===== config.mk =====
export PLATFORM = sky130hd
export DESIGN_NAME = shift_add_mul8_flat
export DESIGN_NICKNAME = d
export VERILOG_FILES = /design/src/rtl/shift_add_mul8_if.sv /design/src/rtl/shift_add_mul8.sv /design/src/flat_wrapper.sv
export SDC_FILE = /design/constraint.sdc
export NUM_CORES = 1
export LEC_CHECK = 0
export CAP_MARGIN = 5
export CORE_UTILIZATION = 57
export DETAILED_ROUTE_END_ITERATION = 6
export PLACE_DENSITY = 0.86
export SYNTH_ARGS = -nofsm -noshare
export SYNTH_HDL_FRONTEND = slang
export SYNTH_SLANG_ARGS = --single-unit

===== constraint.sdc =====
create_clock -name clk -period 2.95 [get_ports clk]
set_clock_uncertainty 0.1 [all_clocks]
set_input_delay 0.4425 -clock clk [delete_from_list [all_inputs] [get_ports clk]]
set_output_delay 0.4425 -clock clk [all_outputs]
set_load 0.01 [all_outputs]

===== src/rtl/shift_add_mul8_if.sv =====
// Start/done handshake and operand/product bus of the shift-and-add multiplier.
// All buses use [0:n-1] indexing with index 0 as the MSB.
interface shift_add_mul8_if;
  logic        start;
  logic [0:7]  a;
  logic [0:7]  b;
  logic        busy;
  logic        done;
  logic [0:15] p;

  modport master (output start, a, b, input busy, done, p);
  modport slave  (input start, a, b, output busy, done, p);
endinterface


===== src/rtl/shift_add_mul8.sv =====
// Sequential 8x8 unsigned shift-and-add multiplier driving its own eightFADDER.
// One iteration per cycle; 16-bit product is registered after the eighth iteration.
module eightFADDER (
  input  logic [0:7] A,
  input  logic [0:7] B,
  output logic [0:7] R,
  output logic       c_out
);
  // Carry-in is tied to 0; index 0 is the MSB, so the vectors read as plain numbers.
  assign {c_out, R} = {1'b0, A} + {1'b0, B};
endmodule

module shift_add_mul8 (
  input  logic            clk,
  input  logic            rst_n,
  shift_add_mul8_if.slave bus
);
  typedef enum logic [1:0] {IDLE, RUN, DONE} state_t;

  state_t      r_st;
  state_t      w_st_next;
  logic [0:7]  r_m;
  logic [0:7]  r_a;
  logic [0:7]  r_q;
  logic        r_c;
  logic [2:0]  r_cnt;
  logic [0:15] r_p;

  logic [0:7]  w_r;
  logic        w_cout;
  logic [0:7]  w_sum_a;
  logic        w_sum_c;
  logic [0:7]  w_a_shift;
  logic [0:7]  w_q_shift;

  eightFADDER u_add (
    .A     (r_a),
    .B     (r_m),
    .R     (w_r),
    .c_out (w_cout)
  );

  // C is always 0 entering an iteration, so the no-add branch keeps {C,A}.
  assign w_sum_a   = r_q[7] ? w_r    : r_a;
  assign w_sum_c   = r_q[7] ? w_cout : r_c;
  assign w_a_shift = {w_sum_c, w_sum_a[0:6]};
  assign w_q_shift = {w_sum_a[7], r_q[0:6]};

  always_ff @(posedge clk or negedge rst_n) begin
    if (!rst_n) begin
      r_st <= IDLE;
    end else begin
      r_st <= w_st_next;
    end
  end

  always_comb begin
    w_st_next = r_st;
    case (r_st)
      IDLE:    if (bus.start) w_st_next = RUN;
      RUN:     if (r_cnt == 3'd7) w_st_next = DONE;
      DONE:    w_st_next = IDLE;
      default: w_st_next = IDLE;
    endcase
  end

  always_comb begin
    bus.busy = (r_st == RUN);
    bus.done = (r_st == DONE);
    bus.p    = r_p;
  end

  always_ff @(posedge clk or negedge rst_n) begin
    if (!rst_n) begin
      r_m   <= '0;
      r_a   <= '0;
      r_q   <= '0;
      r_c   <= 1'b0;
      r_cnt <= '0;
      r_p   <= '0;
    end else begin
      case (r_st)
        IDLE: begin
          if (bus.start) begin
            r_m   <= bus.a;
            r_q   <= bus.b;
            r_a   <= '0;
            r_c   <= 1'b0;
            r_cnt <= '0;
          end
        end
        RUN: begin
          r_a   <= w_a_shift;
          r_q   <= w_q_shift;
          r_c   <= 1'b0;
          r_cnt <= r_cnt + 3'd1;
          if (r_cnt == 3'd7) begin
            r_p <= {w_a_shift, w_q_shift};
          end
        end
        default: ;
      endcase
    end
  end
endmodule

===== src/flat_wrapper.sv =====
// flat-port wrapper written by rule: the top's interface ports become plain ports
module shift_add_mul8_flat 
  (clk, rst_n, bus_start, bus_a, bus_b, bus_busy, bus_done, bus_p);
  shift_add_mul8_if bus_i ();
  input  logic clk;
  input  logic rst_n;
  input wire logic [$bits(bus_i.start)-1:0] bus_start;
  input wire logic [$bits(bus_i.a)-1:0] bus_a;
  input wire logic [$bits(bus_i.b)-1:0] bus_b;
  output wire logic [$bits(bus_i.busy)-1:0] bus_busy;
  output wire logic [$bits(bus_i.done)-1:0] bus_done;
  output wire logic [$bits(bus_i.p)-1:0] bus_p;
  assign bus_i.start = bus_start;
  assign bus_i.a = bus_a;
  assign bus_i.b = bus_b;
  assign bus_busy = bus_i.busy;
  assign bus_done = bus_i.done;
  assign bus_p = bus_i.p;
  shift_add_mul8 u_core (.clk(clk), .rst_n(rst_n), .bus(bus_i));
endmodule

==> metrics.yaml, run 1 <==
run:
  openroad.warnings: 26
  max_cap_violations: 0
sta:
  setup_violations: 0
  finalCriticalPeriod_ps: 2547
  hold_violations: 0
  post-route-period-util_pct: 86.35
  hold-worst-slack_ps: 185.8
  rsz0062_at_grt: "no"
  final_max_slew_viol_count: 0
  fin_setup_tns_ps: 0
  fmax_ghz: 0.3926
  slew-limit-headroom_pct: 36.01
  setup_slack_ps: 402.8
  worst_slew_pin_slew_ps: 959.8
critical_path:
  cp.depth: 3
  cpMaxStageDelayCell: "clkdlybuf4s50_1"
  reg2reg_setup_slack_ps: 820
  cp-startpoint: "u_core.r_st[1]"
  arrival_ps: 2000
  crit_chain: "nand2b_2 -> inv_2 -> clkdlybuf4s50_1"
  timing.rr.end: "u_core.r_a[0]"
  crit_required_ps: 2410
  crit_fanout: 15
  timing.rr.start: "u_core.r_a[7]"
  r2r_cells: 8
  cp_num_buf_inv: 2
  critPathLaunchType: "flop"
  cp-endpoint: "bus_busy"
  slowest_delay_ps: 600
  path_delay_family: "buffers and inverters"
  endpoint_kind: "output pin"
  crit_type: "reg -> out"
grt:
  grt_usage_pct: 25.08
  grt_pass1_vias: 1606
  grt_overflow: 0
  gr-max-usage-layer: "met2"
  gr-usage-met3_pct: 5.106
  met1_usage_pct: 36.27
  antenna_found_initial: 0
  grt_first_pass_wirelength_mm: 7.824
  grtUsageMet2_pct: 36.84
  grt_max_degree: 46
die:
  core_area_um2: 3716
  die_y_um: 64.51
  rows: 22
  die_area_um2: 4162
  die_w_um: 64.51
  fp_util_pct: 59.93
  ios: 37
pwr:
  clk-power_w: 0.000546
  p_total_w: 0.003019
  clockPowerShare_pct: 18.1
  comb-power_w: 0.00137
  p_int_w: 0.001889
  ir_worst_vdd_uv: 650.0
  seq_power_share_pct: 36.7
  p_leak_nw: 1.238
  power.density_nw_per_um2: 1102
  switching_share_pct: 37.43
  power_switching_w: 0.001130
  powerSeq_w: 0.00111
  power_top_consumer: "combinational cells"
  power_frac_comb_pct: 45.2
finish:
  design_area_um2: 2739
  synthToLayoutAreaGrowth_pct: 22.98
  mostFrequentLayoutCells: "dfrtp_1 (45), nand2_1 (36), clkdlybuf4s50_1 (35), o21ai_0 (26), a21oi_1 (17)"
  utilization_pct: 73.70
  nets: 286
  largest_reg_flops: 16
  drive_above_1_share_pct: 10.12
  layout.cells.most_common: "dfrtp_1"
  n_antenna_cell: 0
  final_cells: 305
synth:
  fp_nets: 251
  ff_type: "dfrtp_1"
  mappedNetlistArea_um2: 2227
  top_cell_area_share_pct: 50.56
  synth-edff-count: 0
  synth_seq_share_pct: 50.56
  yosys.area_share.xor_xnor_pct: 1.180
  ys_top_cells_by_area: "dfrtp_1 (51%), nand2_1 (6.1%), o21ai_0 (5.8%)"
  synthDistinctLibCells: 43
  ys_ff: 45
  ys_sh_mux_pct: 4.494
  logic_family: "AND-OR/OR-AND gates"
  yosys.area.top_type: "dfrtp_1"
  ys_sh_aoi_pct: 20.00
  syn_area_per_cell_um2: 10.08
  synthSimpleGateAreaFrac_pct: 14.04
  ys_area_um2: 2227
  synthArstFlopShare_pct: 100.0
  adder_share_pct: 6.517
  ys_warn_count: 0
  ys_cells: 221
  synthCells: 221
clock_network:
  cts_hold_buffers: 0
  cts_tree: "yes"
  cts-resized-gates: 0
  cts_root_buffer: "clkbuf_8"
  cts.sinks: 45
  clk_path_buf_depth: 2
  post_cts_buffers: 0
  clk_pin_slew_worst_paths_ps: 80
  insertion_delay_ps: 300
  numCtsBuffers: 5
  htreeDepth: 2
route:
  drtPass1Iterations: 4
  initialDrtViolationCount: 142
  m1WireLength_mm: 2.086
  wl_met2_mm: 2.070
  ant_nets: 0
  top_layer: "met4"
  vias: 1725
  wl_met3_um: 265
  vias_per_cell: 5.656
  drc_errors: 0
  routed_wl_mm: 4.474
  wl_per_cell_um: 14.67
outcome:
  status: "completed"
place:
  placed_cells: 297
  place_area_um2: 2605
  dp_hpwl_mm: 3.090
  gp_congestion: 0.8875
  pre_cts_ws_ps: 673.8
  port-buffer-count: 36
worst_hold_path:
  holdCritPathClass: "in -> async"
-- run 1: cells in the mapped netlist (2+ instances only) --
cell type  instances
inv_1              4
dfrtp_1           45
nand3_1            2
and3_1             3
o31ai_1            2
a22oi_1            6
a21o_1             3
clkbuf_1           5
o21ai_0           26
a21oi_1           17
xor2_1             2
nor2_1             5
o211ai_1           2
ha_1              10
a31oi_1            2
a32oi_1            3
nor2b_1           10
mux2_2             8
inv_2              2
buf_2              3
nand2_1           36
nand2b_1           3
a22o_1             2
-- run 1: cell type report --
class                   count  area [µm²]  share of cell area [%]
well taps                  48       60.06                   2.193
multi-input cells         160        1030                   37.60
clock buffers               5       68.82                   2.513
inverters                   7       26.28                  0.9593
repair buffers             37       362.8                   13.25
flip-flops and latches     45        1126                   41.11
clock inverters             3       65.06                   2.376
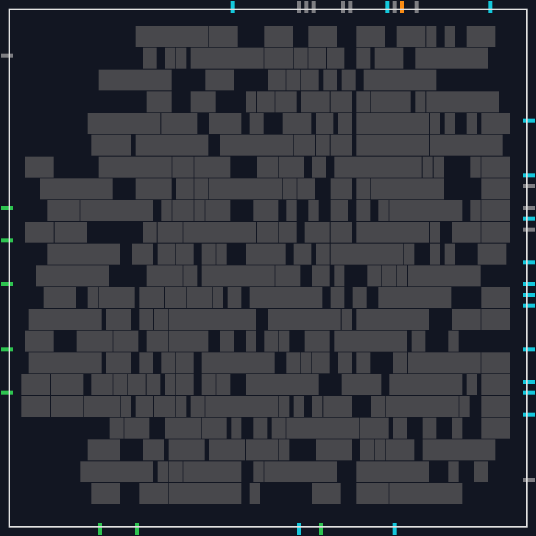
Fig. 1. Ports around the boundary (run 1).
Drawn at 8 px/µm. Pins as bars across the die edge, other pins in grey.
| colour | port | pins | direction | edge |
|---|---|---|---|---|
| green | bus_a | 8 | input | 5 west, 3 south |
| orange | bus_busy | 1 | output | north |
| cyan | bus_p | 16 | output | 11 east, 3 north, 2 south |
all pins by edge: 15 east, 11 north, 6 west, 5 south

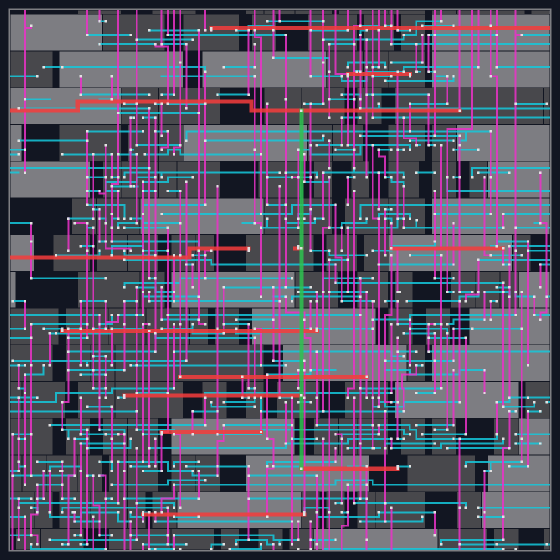
Fig. 2. Layout detail (run 1).
Region (12, 12) to (52, 52) µm. Cells in grey, sequential cells in the stronger grey; small squares are vias.
| colour | layer |
|---|---|
| green | M4 |
| magenta | M2 |
| cyan | M1 |
| red | M3 |
cells with their middle in the window: 140
most frequent: dfrtp_1 (25), o21ai_0 (21)
sequential cells in the window: 25
netlist names of flops here include: u_core.r_a (8), u_core.bus.p (7), u_core.r_q (6)

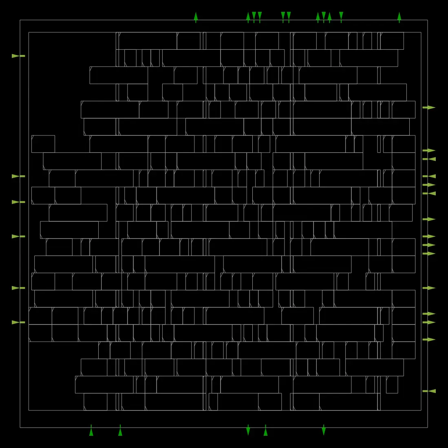
Fig. 3. Cell outlines without signal wires (run 1).
number of fill cells: 282
flop count: 45
TAP cells: 48
flop share of the area: 41.11%

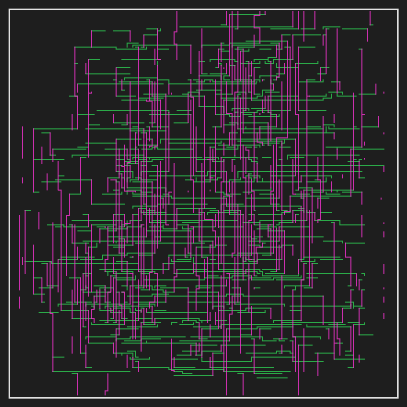
Fig. 4. Wiring by layer (run 1).
Drawn at 6 px/µm. Only two layers are drawn.
| colour | layer | wire length |
|---|---|---|
| green | M1 | 2090 µm |
| magenta | M2 | 2070 µm |

Fig. 5: run 1, M2 wires
Drawn at 6 px/µm.
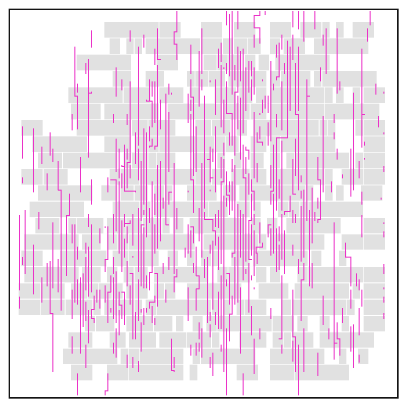

==> run 2, diff against run 1 <==
--- a/config.mk
+++ b/config.mk
@@ -5,10 +5,9 @@
 export SDC_FILE = /design/constraint.sdc
 export NUM_CORES = 1
 export LEC_CHECK = 0
-export CAP_MARGIN = 5
-export CORE_UTILIZATION = 57
+export CORE_UTILIZATION = 55
 export DETAILED_ROUTE_END_ITERATION = 6
-export PLACE_DENSITY = 0.86
+export PLACE_DENSITY = 0.83
 export SYNTH_ARGS = -nofsm -noshare
 export SYNTH_HDL_FRONTEND = slang
 export SYNTH_SLANG_ARGS = --single-unit
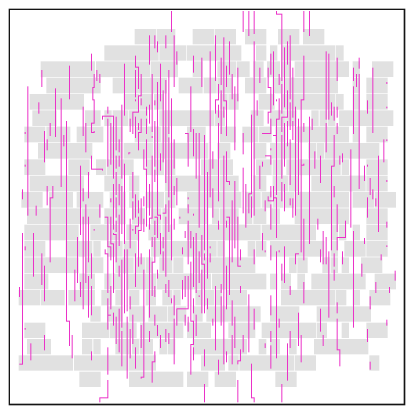
Fig. 6. M2 wires (run 2).
Drawn at 6 px/µm.
main direction: vertical
longest straight run: 34.7 µm

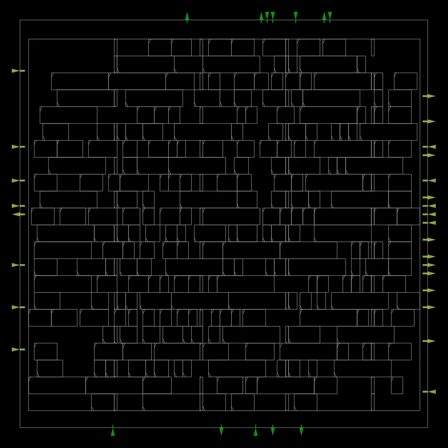
Fig. 7. Cell outlines without signal wires (run 2).
Non-Filler Instances: 305
flop share of the area: 41.88%

==> run 2 against run 1 <==
Net effect: power is 6.6% lower; synthesized area unchanged; critical path depth unchanged; cell area shrank 1.8%; sequential share of layout area is 0.77 points higher; via count up 2.3%; cell count is the same; wire length fell by 1.9%; core utilization is 2.4 points lower; sequential power about the same; highest routed layer unchanged.
==> metrics.yaml, run 2 <==
finish:
  drive_above_1_share_pct: 9.339  # was 10.12%
  layout.cells.most_common: "dfrtp_1"  # unchanged
  seq_area_um2: 1126  # unchanged
  utilization_pct: 71.30  # was 73.70%
  nets: 286  # unchanged
  design_area_um2: 2689  # was 2739 µm²
  n_fill_cell: 297  # was 282
  synthToLayoutAreaGrowth_pct: 20.73  # was 22.98%
  comb_area_um2: 1030  # unchanged
  n_antenna_cell: 0  # unchanged
critical_path:
  crit_required_ps: 2410  # about the same
  arrival_ps: 1970  # was 2000 ps
  cp-endpoint: "bus_busy"  # unchanged
  crit_chain: "nand2b_2 -> inv_2 -> clkdlybuf4s50_1"  # unchanged
  timing.rr.start: "u_core.r_a[7]"  # unchanged
  crit_fanout: 15  # unchanged
  endpoint_kind: "output pin"  # unchanged
  crit_type: "reg -> out"  # unchanged
  cp-startpoint: "u_core.r_st[1]"  # unchanged
  critPathLaunchType: "flop"  # unchanged
clock_network:
  htreeDepth: 2  # unchanged
  cts.sinks: 45  # unchanged
  numCtsBuffers: 5  # unchanged
  clk_pin_slew_worst_paths_ps: 80  # about the same
  cts-resized-gates: 0  # unchanged
  cts_root_buffer: "clkbuf_8"  # unchanged
  clk_path_buf_depth: 2  # unchanged
  post_cts_buffers: 0  # unchanged
  insertion_delay_ps: 300  # about the same
pwr:
  switching_share_pct: 39.01  # was 37.43%
  power.density_nw_per_um2: 1049  # was 1102 nW/µm²
  power_switching_w: 0.001100  # was 0.001130 W
  clk-power_w: 0.000362  # was 0.000546 W
  ir_worst_vdd_uv: 559.2  # was 650.0 µV
  comb-power_w: 0.00135  # was 0.00137 W
  p_int_w: 0.001720  # was 0.001889 W
  power_frac_comb_pct: 47.8  # was 45.2%
  p_total_w: 0.002820  # was 0.003019 W
route:
  vias: 1764  # was 1725
  drtPass1Iterations: 4  # unchanged
  vias_per_cell: 5.784  # was 5.656
  initialDrtViolationCount: 147  # was 142
  wl_per_cell_um: 14.39  # was 14.67 µm
die:
  rows: 22  # unchanged
  die_area_um2: 4308  # was 4162 µm²
  die_w_um: 65.64  # was 64.51 µm
  core_area_um2: 3771  # was 3716 µm²
  die_y_um: 65.64  # was 64.51 µm
  fp_util_pct: 59.06  # was 59.93%
sta:
  post-route-period-util_pct: 85.26  # was 86.35%
  fmax_ghz: 0.3976  # was 0.3926 GHz
  setup_violations: 0  # unchanged
  rsz0062_at_grt: "no"  # unchanged
  fin_setup_tns_ps: 0  # unchanged
  setup_slack_ps: 434.8  # was 402.8 ps
  final_max_slew_viol_count: 0  # unchanged
  hold-worst-slack_ps: 197.4  # was 185.8 ps
  slew-limit-headroom_pct: 35.66  # was 36.01%
synth:
  synthDistinctLibCells: 43  # unchanged
  ys_area_um2: 2227  # unchanged
  fp_nets: 251  # unchanged
  synthCells: 221  # unchanged
  synth.most_common_cell: "dfrtp_1"  # unchanged
  synthArstFlopShare_pct: 100.0  # unchanged
  syn_area_per_cell_um2: 10.08  # unchanged
  ys_sh_aoi_pct: 20.00  # unchanged
  synth-edff-count: 0  # unchanged
  top_cell_area_share_pct: 50.56  # unchanged
  synthSimpleGateAreaFrac_pct: 14.04  # unchanged
  mappedNetlistArea_um2: 2227  # unchanged
  ff_type: "dfrtp_1"  # unchanged
  synth_seq_share_pct: 50.56  # unchanged
  ys_sh_mux_pct: 4.494  # unchanged
outcome:
  status: "completed"  # unchanged
place:
  place_area_um2: 2605  # unchanged
  port-buffer-count: 36  # unchanged
  placed_cells: 297  # unchanged
  gp_congestion: 0.8748  # was 0.8875
  pre_cts_ws_ps: 655.3  # was 673.8 ps
grt:
  grt_usage_pct: 23.71  # was 25.08%
  grt_max_degree: 46  # unchanged
  grt_overflow: 0  # unchanged
  grt_pass1_vias: 1585  # was 1606
  antenna_found_initial: 0  # unchanged
worst_hold_path:
  holdCritPathClass: "in -> async"  # unchanged
run:
  max_cap_violations: 0  # unchanged
  openroad.warnings: 26  # unchanged
[run 2: metal layers]
layer	vias up	part of all wire [%]	global-route usage, %
li1	854	-	-
met1	839	44	32.30
met2	63	47	37.12
met3	8	6.6	6.424
met4	0	1.5	6.522
met5	-	0	0
[run 2: layout make-up]
type / count / area share [%]
tap: 48 / 2.234
timing repair buffer: 37 / 13.49
clock buffer: 7 / 2.839
multi-input combinational: 160 / 38.30
inverter: 7 / 0.9772
sequential: 45 / 41.88
clock inverter: 1 / 0.2792
[run 2: worst register-to-register path: cells and delay by family (launching register included)]
family	cells	cell delay, ps
and+or+nand+nor	1	200
DFF	1	380
buffers and inverters	1	70
adders and majority gates	2	630
AOI/OAI and AO/OA	4	710
Fig. 8: run 2, ports around the boundary
Drawn at 8 px/µm. Pins as bars across the die edge, other pins in grey.
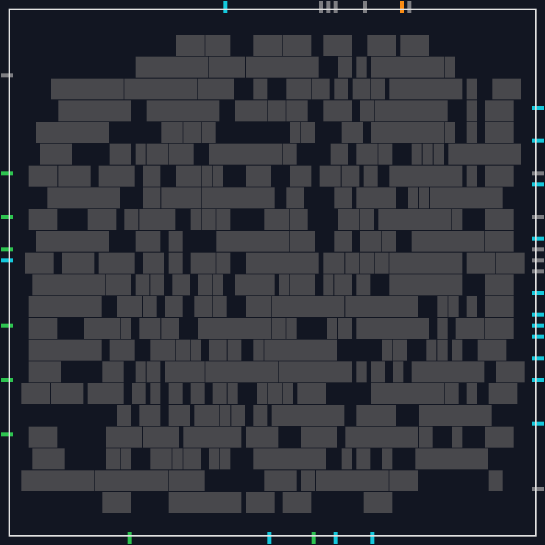

==> run 3, diff against run 2 <==
--- a/config.mk
+++ b/config.mk
@@ -5,6 +5,8 @@
 export SDC_FILE = /design/constraint.sdc
 export NUM_CORES = 1
 export LEC_CHECK = 0
+export CAP_MARGIN = 20
+export CORE_MARGIN = 10
 export CORE_UTILIZATION = 55
 export DETAILED_ROUTE_END_ITERATION = 6
 export PLACE_DENSITY = 0.83
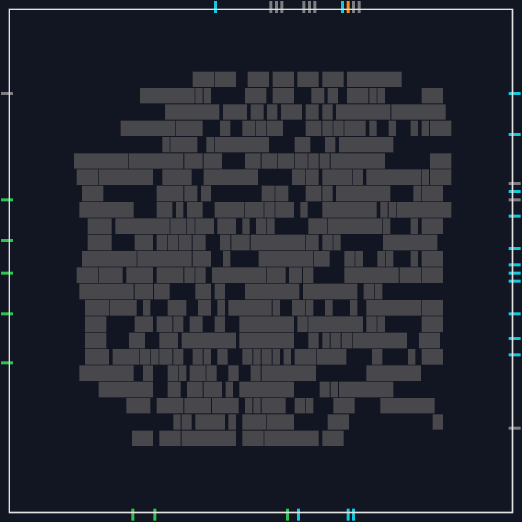
Fig. 9. Ports around the boundary (run 3).
Drawn at 6 px/µm. Pins as bars across the die edge, other pins in grey.
| colour | port | pins | direction | edge |
|---|---|---|---|---|
| orange | bus_busy | 1 | output | north |
| cyan | bus_p | 16 | output | 11 east, 3 south, 2 north |
| green | bus_a | 8 | input | 5 west, 3 south |
Chip Width: 83.64 µm
count of buffers from port buffering: 36
DIE HEIGHT: 83.64 µm

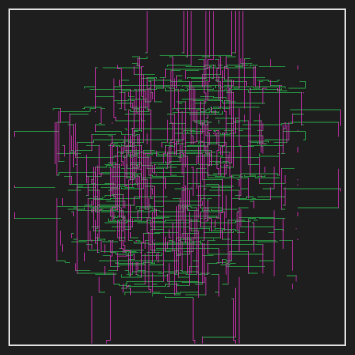
Fig. 10. Wiring by layer (run 3).
Drawn at 4 px/µm. Only two layers are drawn.
| colour | layer | wire length |
|---|---|---|
| magenta | M2 | 2330 µm |
| green | M1 | 2240 µm |

==> run 3 against run 2 <==
Net effect: non-clock buffer count unchanged; synthesized cell count unchanged; sequential cell count unchanged; worst hold slack worse by 5.9 ps; global-route usage down 9.4 points; synthesized area unchanged; wire length up 13%; power up 2.0%; clock-buffer cell count unchanged; cell area about the same.
==> metrics.yaml, run 3 <==
finish:
  mostFrequentLayoutCells: "dfrtp_1 (45), nand2_1 (36), clkdlybuf4s50_1 (35), o21ai_0 (26), a21oi_1 (17)"  # unchanged
  layout.cells.most_common: "dfrtp_1"  # unchanged
  largest_reg_flops: 16  # unchanged
  nClkBuffers: 7  # unchanged
  ff_count: 45  # unchanged
  seq_area_um2: 1126  # unchanged
  clkCellAreaFrac_pct: 3.115  # was 3.118%
  final-nonclk-buf-share_pct: 13.48  # was 13.49%
  nNonClkBuffers: 37  # unchanged
  multi_input_comb_cells: 160  # unchanged
  sh_comb_area_pct: 38.26  # was 38.30%
  largestClassByArea: "sequential cells"  # unchanged
  synthToLayoutAreaGrowth_pct: 20.84  # was 20.73%
  n_fill_cell: 323  # was 297
  drive_above_1_share_pct: 9.339  # unchanged
  inverters: 7  # unchanged
  n_antenna_cell: 0  # unchanged
  final_cells: 307  # was 305
  nets: 286  # unchanged
  design_area_um2: 2691  # was 2689 µm²
  seq_share_pct: 41.84  # was 41.88%
  utilization_pct: 67.77  # was 71.30%
  comb_area_um2: 1030  # unchanged
sta:
  slew-limit-headroom_pct: 34.99  # was 35.66%
  fmax_ghz: 0.3921  # was 0.3976 GHz
  final_max_slew_viol_count: 0  # unchanged
  rsz0062_at_grt: "no"  # unchanged
  worst_slew_pin_slew_ps: 975.1  # was 965.2 ps
  setup_slack_ps: 399.9  # was 434.8 ps
  setup_violations: 0  # unchanged
  hold-worst-slack_ps: 191.5  # was 197.4 ps
  fin_setup_tns_ps: 0  # unchanged
  finalCriticalPeriod_ps: 2550  # was 2515 ps
  post-route-period-util_pct: 86.45  # was 85.26%
  hold_violations: 0  # unchanged
route:
  vias: 1741  # was 1764
  top_layer: "met4"  # unchanged
  wl_per_cell_um: 16.21  # was 14.39 µm
  routed_wl_mm: 4.975  # was 4.389 mm
  wl_met3_um: 366  # was 290 µm
  vias_per_cell: 5.671  # was 5.784
  initialDrtViolationCount: 179  # was 147
  m1WireLength_mm: 2.239  # was 1.950 mm
  wl_met2_mm: 2.326  # was 2.078 mm
  drc_errors: 0  # unchanged
  ant_nets: 0  # unchanged
  drtPass1Iterations: 4  # unchanged
outcome:
  status: "completed"  # unchanged
grt:
  grt_overflow: 0  # unchanged
  grt_first_pass_wirelength_mm: 8.376  # was 7.541 mm
  grtUsageMet2_pct: 22.51  # was 37.12%
  gr-usage-met3_pct: 4.980  # was 6.424%
  grt_usage_pct: 14.33  # was 23.71%
  grt_max_degree: 46  # unchanged
  gr-max-usage-layer: "met2"  # unchanged
  met1_usage_pct: 18.09  # was 32.30%
  grt_pass1_vias: 1697  # was 1585
  antenna_found_initial: 0  # unchanged
clock_network:
  cts.sinks: 45  # unchanged
  clk_path_buf_depth: 2  # unchanged
  numCtsBuffers: 5  # unchanged
  cts_root_buffer: "clkbuf_8"  # unchanged
  clk_pin_slew_worst_paths_ps: 90  # was 80 ps
  insertion_delay_ps: 300  # about the same
  cts_tree: "yes"  # unchanged
  cts_hold_buffers: 0  # unchanged
  post_cts_buffers: 0  # unchanged
  cts-resized-gates: 0  # unchanged
  htreeDepth: 2  # unchanged
synth:
  ys_warn_count: 0  # unchanged
  ys_ff: 45  # unchanged
  ff_type: "dfrtp_1"  # unchanged
  top_cell_area_share_pct: 50.56  # unchanged
  fp_nets: 251  # unchanged
  synthCells: 221  # unchanged
  synth-edff-count: 0  # unchanged
  yosys.area.top_type: "dfrtp_1"  # unchanged
  synth_seq_share_pct: 50.56  # unchanged
  ys_cells: 221  # unchanged
  synth.most_common_cell: "dfrtp_1"  # unchanged
  ys_area_um2: 2227  # unchanged
  synthDistinctLibCells: 43  # unchanged
  ys_top_cells_by_area: "dfrtp_1 (51%), nand2_1 (6.1%), o21ai_0 (5.8%)"  # unchanged
  mappedNetlistArea_um2: 2227  # unchanged
  post_synth_most_frequent_cells: "dfrtp_1 (45), nand2_1 (36), o21ai_0 (26), a21oi_1 (17)"  # unchanged
  syn_area_per_cell_um2: 10.08  # unchanged
  synthArstFlopShare_pct: 100.0  # unchanged
die:
  core_area_um2: 3971  # was 3771 µm²
  die_area_um2: 6995  # was 4308 µm²
  ios: 37  # unchanged
  taps: 50  # was 48
  rows: 23  # was 22
  fp_util_pct: 56.08  # was 59.06%
pwr:
  power.density_nw_per_um2: 1068  # was 1049 nW/µm²
  p_total_w: 0.002875  # was 0.002820 W
  p_leak_nw: 1.208  # unchanged
  ir_worst_vdd_uv: 552.1  # was 559.2 µV
critical_path:
  path_delay_family: "buffers and inverters"  # unchanged
  crit_fanout: 15  # unchanged
  crit_required_ps: 2410  # about the same
  cp.depth: 3  # unchanged
  cp_num_buf_inv: 2  # unchanged
  slowest_delay_ps: 600  # was 590 ps
  timing.rr.end: "u_core.r_a[0]"  # unchanged
  reg2reg_setup_slack_ps: 760  # about the same
  cpMaxStageDelayCell: "clkdlybuf4s50_1"  # unchanged
  r2r_cells: 8  # unchanged
  cp-endpoint: "bus_busy"  # unchanged
  cp-startpoint: "u_core.r_st[1]"  # unchanged
  critPathLaunchType: "flop"  # unchanged
  arrival_ps: 2010  # was 1970 ps
  crit_chain: "nand2b_2 -> inv_2 -> clkdlybuf4s50_1"  # unchanged
  crit_type: "reg -> out"  # unchanged
  timing.rr.start: "u_core.r_a[7]"  # unchanged
  endpoint_kind: "output pin"  # unchanged
run:
  openroad.warnings: 26  # unchanged
  max_cap_violations: 0  # unchanged
place:
  gp_congestion: 0.8317  # was 0.8748
  pre_cts_ws_ps: 644.9  # was 655.3 ps
  dp_hpwl_mm: 3.654  # was 3.141 mm
  placed_cells: 299  # was 297
  place_area_um2: 2608  # was 2605 µm²
worst_hold_path:
  holdCritPathClass: "in -> async"  # unchanged
-- run 3: power breakdown --
group | leakage [nW] | total, W | internal (W) | switching (W)
registers | 0.567 | 0.00112 | 0.000890 | 0.000226
clock network | 0.0385 | 0.000373 | 0.000168 | 0.000205
logic | 0.602 | 0.00139 | 0.000668 | 0.000719
total | 1.21 | 0.00288 | 0.00173 | 0.00115
-- run 3: logic make-up (layout without fill, tap and decap cells) --
kind of cell,Yosys count,count (layout),synth area share [%]
xor+xnor,3,3,1.180
compound gates,72,72,20.00
buf+inv,16,52,3.202
fa+ha+maj,11,11,6.517
simple gates,65,65,14.05
flops,45,45,50.56
mux,9,9,4.495
Power is estimated from default activity; no workload was simulated.
